<file path="config.mk">
export PLATFORM = sky130hd
export DESIGN_NAME = hept_stage_sequencer
export DESIGN_NICKNAME = d
export VERILOG_FILES = /design/src/rtl/hept_stage_sequencer.sv
export SDC_FILE = /design/constraint.sdc
export NUM_CORES = 1
export LEC_CHECK = 0
export ABC_AREA = 1
export CAP_MARGIN = 40
export CORE_MARGIN = 2
export CORE_UTILIZATION = 60
export CTS_BUF_LIST = sky130_fd_sc_hd__clkbuf_4 sky130_fd_sc_hd__clkbuf_8
export DETAILED_ROUTE_END_ITERATION = 8
export GPL_ROUTABILITY_DRIVEN = 1
export PLACE_DENSITY = 0.77
export SKIP_LAST_GASP = 1
export SYNTH_ARGS = -nofsm -noshare
export SYNTH_HDL_FRONTEND = slang
export SYNTH_SLANG_ARGS = --single-unit
</file>
<file path="constraint.sdc">
create_clock -name clock -period 2.2 [get_ports clock]
set_input_delay 0.22 -clock clock [delete_from_list [all_inputs] [get_ports clock]]
set_output_delay 0.22 -clock clock [all_outputs]
set_load 0.01 [all_outputs]
</file>
<file path="src/rtl/hept_stage_sequencer.sv">
// hept_stage_sequencer: runs NUM_STAGES ap_ctrl_hs sub-kernels strictly in
// order behind one ap_ctrl_chain interface, recording per-stage latency and
// guarding every stage with an optional watchdog.
module hept_stage_sequencer #(
  parameter int NUM_STAGES = 4,
  parameter int CNT_W      = 32,
  parameter int TIMEOUT    = 0,
  localparam int IDX_W     = (NUM_STAGES > 1) ? $clog2(NUM_STAGES) : 1
) (
  input  logic                  clock,
  input  logic                  reset,
  input  logic                  ap_start,
  input  logic                  ap_continue,
  output logic                  ap_ready,
  output logic                  ap_done,
  output logic                  ap_idle,
  output logic [NUM_STAGES-1:0] stage_start,
  input  logic [NUM_STAGES-1:0] stage_ready,
  input  logic [NUM_STAGES-1:0] stage_done,
  output logic [IDX_W-1:0]      cur_stage,
  input  logic [IDX_W-1:0]      lat_sel,
  output logic [CNT_W-1:0]      lat_out,
  output logic                  err_timeout
);

  typedef enum logic [1:0] {S_IDLE, S_RUN, S_DONE, S_ERR} state_t;

  localparam logic [IDX_W-1:0] LAST_STAGE = IDX_W'(NUM_STAGES - 1);
  // Timeout fires in the cycle whose count would reach TIMEOUT.
  localparam logic [CNT_W-1:0] TO_LIMIT   = CNT_W'((TIMEOUT > 0) ? TIMEOUT - 1 : 0);
  localparam logic             TO_ENABLE  = (TIMEOUT > 0);

  state_t                       state_reg, state_next;
  logic [IDX_W-1:0]             cur_reg, cur_next;
  logic                         ready_seen_reg, ready_seen_next;
  logic                         ap_ready_reg, ap_ready_next;
  logic                         err_reg, err_next;
  logic [CNT_W-1:0]             lat_reg [NUM_STAGES];
  logic [NUM_STAGES-1:0][CNT_W-1:0] lat_next;

  logic             cur_ready;
  logic             cur_done;
  logic [CNT_W-1:0] lat_cur;
  logic             timeout_hit;
  logic             stage_enter;
  logic             lat_tick;
  logic             sel_in_range;

  assign cur_ready   = stage_ready[cur_reg];
  assign cur_done    = stage_done[cur_reg];
  assign lat_cur     = lat_reg[cur_reg];
  assign timeout_hit = TO_ENABLE && (lat_cur == TO_LIMIT);

  // State register and sequencing flags.
  always_ff @(posedge clock) begin
    if (reset) begin
      state_reg      <= S_IDLE;
      cur_reg        <= '0;
      ready_seen_reg <= 1'b0;
      ap_ready_reg   <= 1'b0;
      err_reg        <= 1'b0;
    end else begin
      state_reg      <= state_next;
      cur_reg        <= cur_next;
      ready_seen_reg <= ready_seen_next;
      ap_ready_reg   <= ap_ready_next;
      err_reg        <= err_next;
    end
  end

  // Next-state logic: in-order stage walk, done beats a coincident timeout.
  always_comb begin
    state_next      = state_reg;
    cur_next        = cur_reg;
    ready_seen_next = ready_seen_reg;
    ap_ready_next   = 1'b0;
    err_next        = err_reg;
    stage_enter     = 1'b0;
    lat_tick        = 1'b0;
    case (state_reg)
      S_IDLE: begin
        if (ap_start) begin
          state_next      = S_RUN;
          cur_next        = '0;
          ready_seen_next = 1'b0;
          stage_enter     = 1'b1;
        end
      end
      S_RUN: begin
        lat_tick = 1'b1;
        if (cur_ready && !ready_seen_reg) begin
          ready_seen_next = 1'b1;
          if (cur_reg == '0) begin
            ap_ready_next = 1'b1;
          end
        end
        if (cur_done) begin
          if (cur_reg == LAST_STAGE) begin
            state_next = S_DONE;
          end else begin
            cur_next        = cur_reg + IDX_W'(1);
            ready_seen_next = 1'b0;
            stage_enter     = 1'b1;
          end
        end else if (timeout_hit) begin
          state_next = S_ERR;
          err_next   = 1'b1;
        end
      end
      S_DONE: begin
        if (ap_continue) begin
          state_next = S_IDLE;
        end
      end
      S_ERR: begin
        state_next = S_ERR;
      end
      default: begin
        state_next = S_IDLE;
      end
    endcase
  end

  // Per-stage start strobe and latency next-value: clear on entry, count
  // every RUN cycle of the owning stage, saturate at all-ones.
  generate
    for (genvar gi = 0; gi < NUM_STAGES; gi++) begin : g_stage
      assign stage_start[gi] = (state_reg == S_RUN) && (cur_reg == IDX_W'(gi)) && !ready_seen_reg;
      assign lat_next[gi] =
          (stage_enter && (cur_next == IDX_W'(gi))) ? '0 :
          (lat_tick && (cur_reg == IDX_W'(gi)) && (lat_reg[gi] != '1)) ? lat_reg[gi] + CNT_W'(1) :
          lat_reg[gi];
    end
  endgenerate

  // Latency register bank.
  always_ff @(posedge clock) begin
    for (int i = 0; i < NUM_STAGES; i++) begin
      if (reset) begin
        lat_reg[i] <= '0;
      end else begin
        lat_reg[i] <= lat_next[i];
      end
    end
  end

  // Combinational latency readback; out-of-range selects read as zero.
  always_comb begin
    sel_in_range = (32'(lat_sel) < NUM_STAGES);
    lat_out      = sel_in_range ? lat_reg[lat_sel] : '0;
  end

  assign ap_ready    = ap_ready_reg;
  assign ap_done     = (state_reg == S_DONE);
  assign ap_idle     = (state_reg == S_IDLE);
  assign cur_stage   = cur_reg;
  assign err_timeout = err_reg;

endmodule

</file>
**Run 1: clock routing**

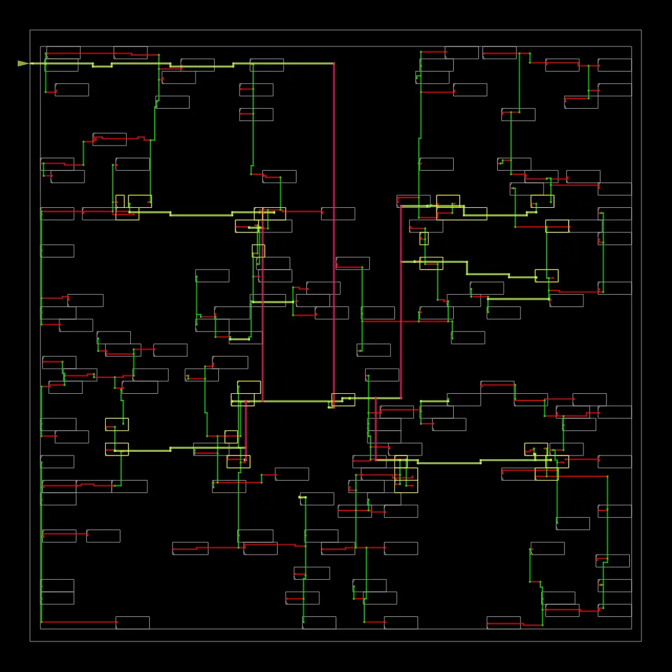
worst skew pair latency: 460 ps
# clk buffers: 22

**Run 1: cell area per tile**

Scale: 3 px per µm. 13 x 13 tiles, from white (low) to dark blue (high), 0 to 100% covered.
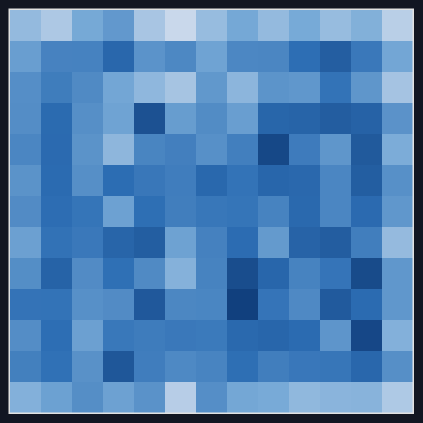
mean over tiles: 64%
tiles over 75% full: 24%
fullest tile: 94%

==> changes_impl.md, run 1 <==
## Implementation

- Critical Path RT: 1980 ps
- Taps Inserted: 220
- Setup violators final: 0
- # IOs: 56
- Status: complete, no violations
- Register bit count reported by yosys: 134
- CTS tree: done
- Non-clock buffers: 147
- Synth mux share: 0
- Post-Synthesis Cells: 1807
- Seq/total area: 0.229
- FP Core Util: 0.613
- Internal power component: 0.00389 W
- Critical path type: flop to primary output
- Power per cell area: 488 nW/µm²
- Yosys warnings: 0
- # H-tree levels: 4
- Complex Gates by Area: 0.0950
- Comb pwr share: 0.230
- Synthesized area: 10200 µm²
- Adder Area Share: 0.0111
- Fraction of area in multi-input gates: 0.542
- Pre-Repair DR Iteration Count: 9
- Comb gates: 1415
- Initial antenna violation count: 0
- Clock Power: 0.00193 W
**Run 1: signal wires on met3**

Scale: 4 px per µm.
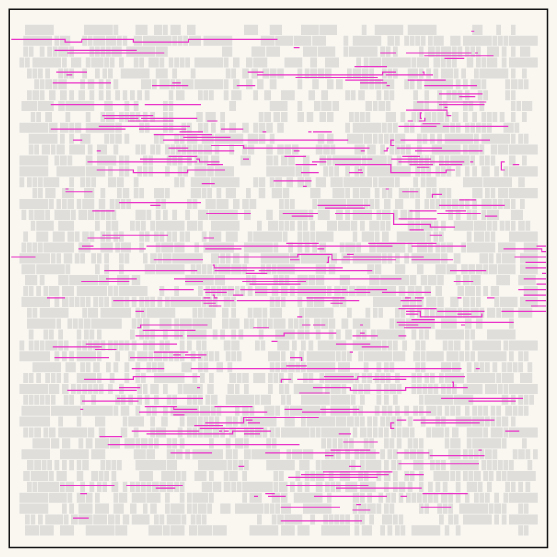
longest straight run: 67.4 µm
nets with wire on the layer: 217

[run 1: layer usage]
layer  part of all wire  vias to the layer above
li1                   -                     5790
met2               0.44                      538
met3              0.094                       87
met1               0.42                     5098
met5                  0                        -
met4              0.044                        0
[run 1: cells in the final DEF, fill, tap and decap left out, drive strengths merged]
master	Yosys	routed
nand2	777	777
nor2	264	264
inv	201	201
dfxtp	134	134
buf	36	93
a21oi	89	89
nand3	83	83
o21ai	75	75
clkdlybuf4s50	0	32
xnor2	28	28
xor2	23	23
clkbuf	21	22
nand3b	21	21
nand4	20	20
dlymetal6s2s	0	16
o22ai	12	12
ha	9	9
nor3	7	7
dlygate4sd2	0	6
clkinv	0	3
o21bai	2	2
and2	1	1
o21a	1	1
o211a	1	1
nor3b	1	1
conb	1	1
clkinvlp	0	1
bufinv	0	1
[run 1: through the flow]
stage | power (W) | utilization | instances | setup WS [ps] | setup TNS, ps
finish | 0.00576 | 0.712 | 2144 | 16.3 | 0
global route | 0.00600 | 0.712 | 2144 | -71.6 | -183
CTS | 0.00575 | 0.709 | 2144 | -14.8 | -14.8
detailed placement | 0.00387 | 0.687 | 2116 | -162 | -554
global placement | 0.00385 | 0.687 | 2116 | -204 | -618
floorplan | 0.00341 | - | 1807 | 416 | 0
[run 1: Yosys cell counts (2+ instances only)]
| cell | instances | area share |
|---|---|---|
| o21bai_1 | 2 | 0.0015 |
| nand3_2 | 2 | 0.0020 |
| nand3_1 | 81 | 0.040 |
| xor2_1 | 23 | 0.020 |
| buf_2 | 20 | 0.0098 |
| nor2_1 | 245 | 0.090 |
| a21oi_2 | 10 | 0.0086 |
| nor2_4 | 9 | 0.010 |
| nor2_2 | 10 | 0.0062 |
| ha_1 | 9 | 0.011 |
| xnor2_1 | 28 | 0.024 |
| nand3b_1 | 21 | 0.016 |
| o22ai_1 | 12 | 0.0074 |
| buf_6 | 8 | 0.0089 |
| clkbuf_1 | 21 | 0.0078 |
| buf_4 | 7 | 0.0052 |
| nand2_1 | 753 | 0.28 |
| o21ai_1 | 10 | 0.0049 |
| inv_2 | 8 | 0.0030 |
| nand2_4 | 8 | 0.0089 |
| nor3_1 | 7 | 0.0034 |
| o21ai_0 | 65 | 0.032 |
| nand2_2 | 16 | 0.0098 |
| a21oi_1 | 79 | 0.039 |
| nand4_1 | 20 | 0.012 |
| inv_1 | 192 | 0.071 |
| dfxtp_1 | 134 | 0.26 |
[run 1: path summary, 6_finish.rpt]
kind                   from        endpoint  slack (ps)  depth (start not counted)
max          lat_reg[1][10]     lat_out[10]          20                          5
min                   reset        ap_ready         330                          2
max reg2reg   lat_reg[3][1]  lat_reg[3][13]         210                         13
min reg2reg    state_reg[1]    state_reg[1]         530                          2
[run 1: critical path: stages (launching register included)]
cell,delay [ps]
dfxtp_1,400
inv_1,110
o21ai_0,240
a21oi_1,80
a21oi_1,120
clkdlybuf4s50_1,550
[run 1: cells by family after synthesis]
family          Yosys count
buf+inv                 258
xor+xnor                 51
other cells               1
compound gates          180
flops                   134
simple gates           1174
fa+ha+maj                 9
[run 1: repair_timing]
action,4_1_cts,5_1_grt
resized,21,30
endpoints found under the setup margin,22,26
hold buffers,0,0
buffers inserted,1,0
pin swaps,0,0
**Run 1: clock wires, drivers and flops**

Scale: 3 px per µm.
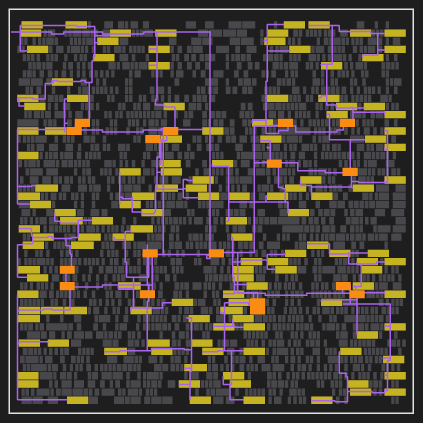

==> run 2, diff against run 1 <==
--- a/config.mk
+++ b/config.mk
@@ -12,6 +12,7 @@
 export CTS_BUF_LIST = sky130_fd_sc_hd__clkbuf_4 sky130_fd_sc_hd__clkbuf_8
 export DETAILED_ROUTE_END_ITERATION = 8
 export GPL_ROUTABILITY_DRIVEN = 1
+export GPL_TIMING_DRIVEN = 0
 export PLACE_DENSITY = 0.77
 export SKIP_LAST_GASP = 1
 export SYNTH_ARGS = -nofsm -noshare
**Run 2: clock wires, drivers and flops**

Scale: 3 px per µm.
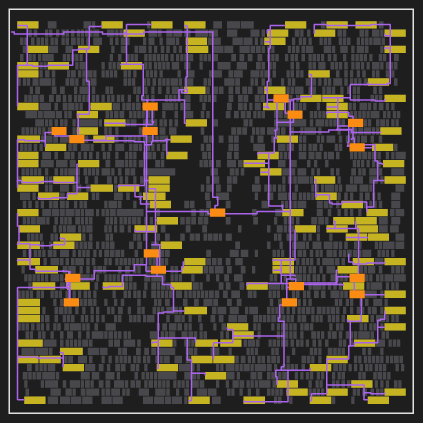
[clock wires] purple | length: 1930 µm
[cells driving clock nets] orange | count: 17
[flip-flops] yellow | count: 134
flops lie: all over the die

**Run 2: cell area per tile**

Scale: 3 px per µm. 13 x 13 tiles, from white (low) to dark blue (high), 0 to 100% covered.
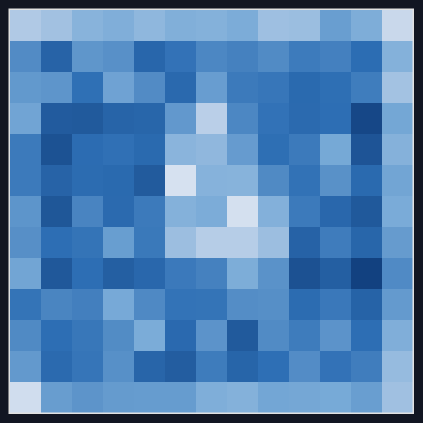
FP Core Util: 0.613
Core ar.: 16600 µm²

**Run 2: clock routing**

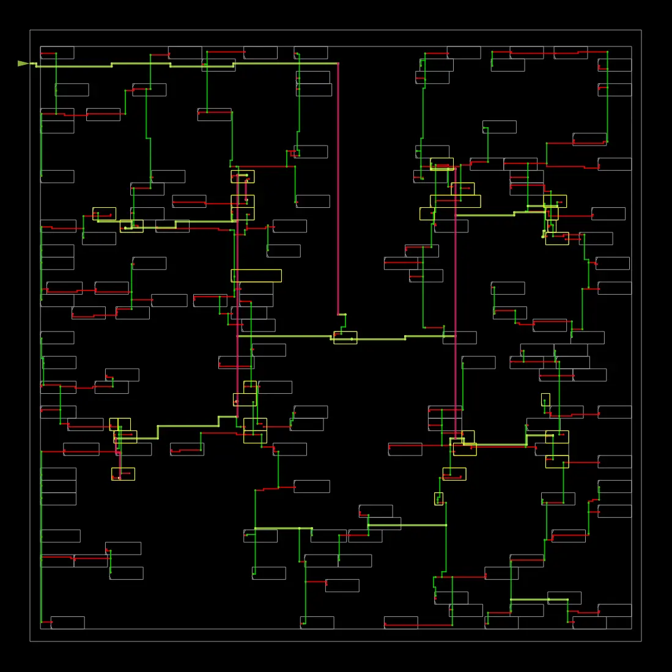
# clk buffers: 21
worst skew pair latency: 470 ps
clock sink count: 134

==> run 2 against run 1 <==
Effect of this change:
- fmax is 3.9% lower
- critical path depth stayed put
- the run now ends with negative setup slack left
- area after synthesis stayed put
- final area is 2.3% lower
- clock skew rose by 9.2 ps
- wire length fell by 2.3%
- clock-buffer cell count down 1
- combinational power grew 7%
==> changes_impl.md, run 2 <==
## Implementation

- Adder Area Share: 0.0111
- # IOs: 56
- Power per cell area: 520 nW/µm²
- Final design utilization: 0.696
- # hold bufs at CTS: 0
- Status: finished, violations left
- Setup slack, reg-to-reg: 120 ps
- Pre-Repair DR Iteration Count: 9
- Critical Path RT: 1980 ps
- Complex Gates by Area: 0.0950
- # H-tree levels: 4
- Top Layout Cells: nand2_1 (753), nor2_1 (244), inv_1 (191)
- Post-Synthesis Cells: 1807
- Met1 WL: 14200 µm
- Synthesized area: 10200 µm²
- Top cells by count: nand2_1 (753), nor2_1 (245), inv_1 (192)
- Pre-CTS WS: -516 ps
- Synth top area share: 0.278
- Largest area contributor in the netlist: nand2_1
- FF-to-FF path depth: 13
- Worst r2r dst: lat_reg[2][17]
- Highest Signal Layer: met5
- Failing checks: negative setup slack
- Setup TNS: -111 ps
- Worst hold stages: 2
- CTS tree: done
- Min setup slack post-route: -72.2 ps
- Most numerous logic cell after layout: nand2_1
- Setup violators final: 3
- Yosys warnings: 0
- Critical path type: flop to primary output
- Synth top cell by count: nand2_1
- DR WL met3: 2770 µm
- Launching point of the worst reg2reg path: state_reg[1]
run 2: logic make-up (layout without fill, tap and decap cells):
group	count (synthesis)	after routing
buffers and inverters	258	344
AOI/OAI and AO/OA	180	180
other	1	1
and+or+nand+nor	1174	1174
adders and majority gates	9	9
xor gates and xnor gates	51	51
DFF	134	134
run 2: where the power goes:
group | switching, W | leakage [nW] | total, W | internal, W
logic | 0.000941 | 4.01 | 0.00141 | 0.000466
registers | 0.0000435 | 1.09 | 0.00250 | 0.00246
clock network | 0.00102 | 0.194 | 0.00209 | 0.00107
total | 0.00200 | 5.29 | 0.00600 | 0.00400
run 2: timing repair:
item                       CTS  global route
pin swaps                   12             0
gates resized               67            45
hold endpoints to repair     0             0
setup buffers                3             0
setup endpoints to repair   47           121
run 2: per-layer routing:
layer,track usage,vias to the layer above
met4,0.130,2
met5,0,-
li1,-,5733
met1,0.490,5151
met3,0.0552,77
met2,0.561,546
run 2: how the worst min path moves through the flow:
stage	start	end
after floorplan	reset	state_reg[0]
after global placement	lat_reg[2][31]	lat_reg[2][31]
after detailed placement	lat_reg[2][31]	lat_reg[2][31]
after CTS	reset	state_reg[0]
after global routing	reset	state_reg[0]
final	reset	state_reg[0]
run 2: cell type report:
| class | count | area (µm²) | area share |
|---|---|---|---|
| clock buffer | 21 | 277 | 0.0240 |
| multi-input combinational | 1415 | 6490 | 0.562 |
| inverter | 201 | 764 | 0.0662 |
| buffer | 57 | 387 | 0.0335 |
| tap | 220 | 275 | 0.0238 |
| sequential | 134 | 2710 | 0.235 |
| clock inverter | 9 | 104 | 0.00900 |
| timing repair buffer | 56 | 539 | 0.0467 |
run 2: critical path, cell delays in order (launching register included):
cell and delay, ps:
dfxtp_1 440, inv_1 80, o21ai_0 200, a21oi_1 120, a21oi_2 200, clkdlybuf4s50_1 570
run 2: through the flow:
stage | instances | power [W]
2_1_floorplan | 1807 | 0.00341
3_3_place_gp | 2080 | 0.00386
3_5_place_dp | 2080 | 0.00388
4_1_cts | 2113 | 0.00594
5_1_grt | 2113 | 0.00621
6_report | 2113 | 0.00600
**Run 2: M1 wires**

Scale: 2 px per µm. Supply wires on this layer in gray.
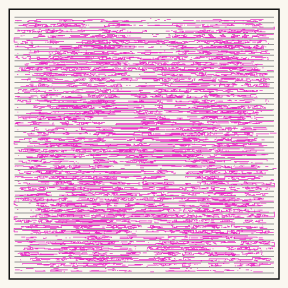

==> run 3, diff against run 2 <==
--- a/config.mk
+++ b/config.mk
@@ -13,7 +13,7 @@
 export DETAILED_ROUTE_END_ITERATION = 8
 export GPL_ROUTABILITY_DRIVEN = 1
 export GPL_TIMING_DRIVEN = 0
-export PLACE_DENSITY = 0.77
+export PLACE_DENSITY = 0.78
 export SKIP_LAST_GASP = 1
 export SYNTH_ARGS = -nofsm -noshare
 export SYNTH_HDL_FRONTEND = slang
**Run 3: M1 wires**

Scale: 2 px per µm. Supply wires on this layer in gray.
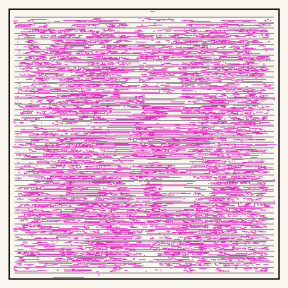
share of all routed wire: 43%
longest straight run: 40.0 µm
nets with wire on the layer: 1798
main direction: horizontal

**Run 3: clock routing**

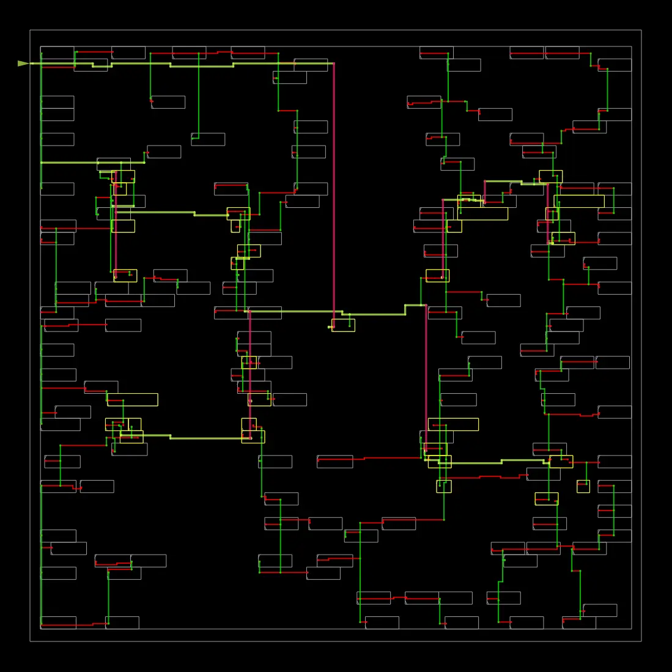
flip-flops: 134
worst skew pair latency: 460 ps

==> run 3 against run 2 <==
Effect of this change:
- the flow still finishes with violations (negative setup slack)
- critical path depth stayed put
- wire length is essentially flat
- largest power group unchanged
- total power rose by 4.4%
- critical endpoint is now lat_out[18]
==> changes_impl.md, run 3 <==
## Implementation

- GRT busiest layer: met2
- FP Core Util: 0.613
- Synthesized area: 10200 µm²
- Cell area leaders: nand2_1 (28%), dfxtp_1 (26%), nor2_1 (9.0%)
- Core ar.: 16600 µm²
- Status: finished, violations left
- Slowest-stage cell, CP: clkdlybuf4s50_1
- Setup violators final: 2
- Worst setup path start: lat_reg[1][18]
- Synth top area share: 0.278
- Max incr delay on CP: 560 ps
- Register bit count reported by yosys: 134
- CTS tree: done
- Most numerous logic cell after layout: nand2_1
- Critical Path RT: 1980 ps
- Setup TNS: -67.2 ps
- Min-delay src: reset
- # H-tree levels: 4
- Yosys warnings: 0
- Launching point of the worst reg2reg path: state_reg[1]
- Failing checks: negative setup slack
- Met2 GRT Util: 0.570
- Post-Synthesis Cells: 1807
- Initial antenna violation count: 0
- Final design utilization: 0.702
- GRT met1 Usage: 0.491
- # IOs: 56
- WP buf/inv: 2
- Min setup slack post-route: -39.5 ps
- Top cells by count: nand2_1 (753), nor2_1 (245), inv_1 (192)
- Met3 usage: 0.0658
- Pre-Repair DR Iteration Count: 7
- HP Class: input port to flop
**Run 3: cell area per tile**

Scale: 3 px per µm. 13 x 13 tiles, from white (low) to dark blue (high), 0 to 100% covered.
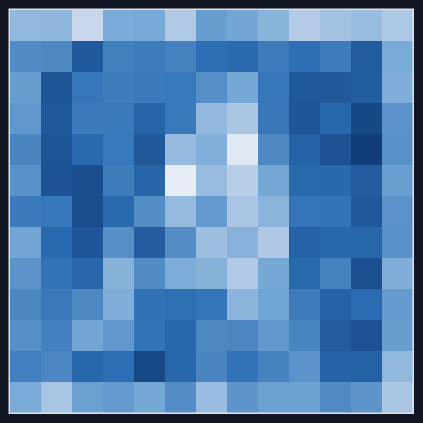
emptiest ninth of the die: center
mean over tiles: 63%
fullest tile: 95%

==> run 3: per-stage QoR <==
| stage | worst slack, ps | hold WS (ps) | area, µm² | cells | power (W) |
|---|---|---|---|---|---|
| 2_1_floorplan | 416 | 291 | 10200 | 1807 | 0.00341 |
| 3_3_place_gp | -522 | 511 | 11000 | 2080 | 0.00386 |
| 3_5_place_dp | -440 | 526 | 11000 | 2080 | 0.00389 |
| 4_1_cts | -99.7 | 330 | 11500 | 2116 | 0.00622 |
| 5_1_grt | -81.4 | 362 | 11600 | 2116 | 0.00649 |
| 6_report | -39.5 | 344 | 11600 | 2116 | 0.00627 |
==> run 3: path summary, 6_finish.rpt <==
check                                       to  slack, ps  depth (start not counted)
worst min register to register    state_reg[1]        510                          2
worst max-delay path               lat_out[18]        -40                          5
worst max register to register  lat_reg[2][17]         80                         13
worst min-delay path                  ap_ready        340                          2
==> run 3: final cells by class <==
class                           count  area (µm²)  area share
Clock buffer                       21         270      0.0232
Inverter                          201         759      0.0653
Multi-Input combinational cell   1415        6470       0.556
Clock inverter                     11         175      0.0151
Tap cell                          220         275      0.0237
Timing Repair Buffer               57         571      0.0490
Buffer                             57         400      0.0344
Sequential cell                   134        2710       0.233
==> run 3: power breakdown <==
part / total (W) / switching [W] / internal [W]
Combinational: 0.00141 / 0.000942 / 0.000472
Clock: 0.00235 / 0.00104 / 0.00131
Sequential: 0.00251 / 0.0000433 / 0.00246
Total: 0.00627 / 0.00203 / 0.00424
==> run 3: cell families (layout without fill, tap and decap cells) <==
kind of cell               Yosys count  after routing  synth area share
AOI/OAI and AO/OA                  180            180            0.0950
xor gates and xnor gates            51             51            0.0439
adders and majority gates            9              9            0.0111
buffers and inverters              258            347             0.108
DFF                                134            134             0.264
other                                1              1          0.000369
and+or+nand+nor                   1174           1174             0.478
==> run 3: per-layer routing <==
layer  share of wire  wire (µm)
met3           0.086       2770
met4           0.038       1250
met1            0.43      14100
met5               0          0
met2            0.44      14300
==> run 3: timing repair <==
action / 4_1_cts / 5_1_grt
buffers inserted: 4 / 0
hold buffers: 0 / 0
pin swaps: 12 / 1
endpoints found under the setup margin: 38 / 94
gates resized: 75 / 47
No activity file was given, so power comes from the tool's default toggle rates.
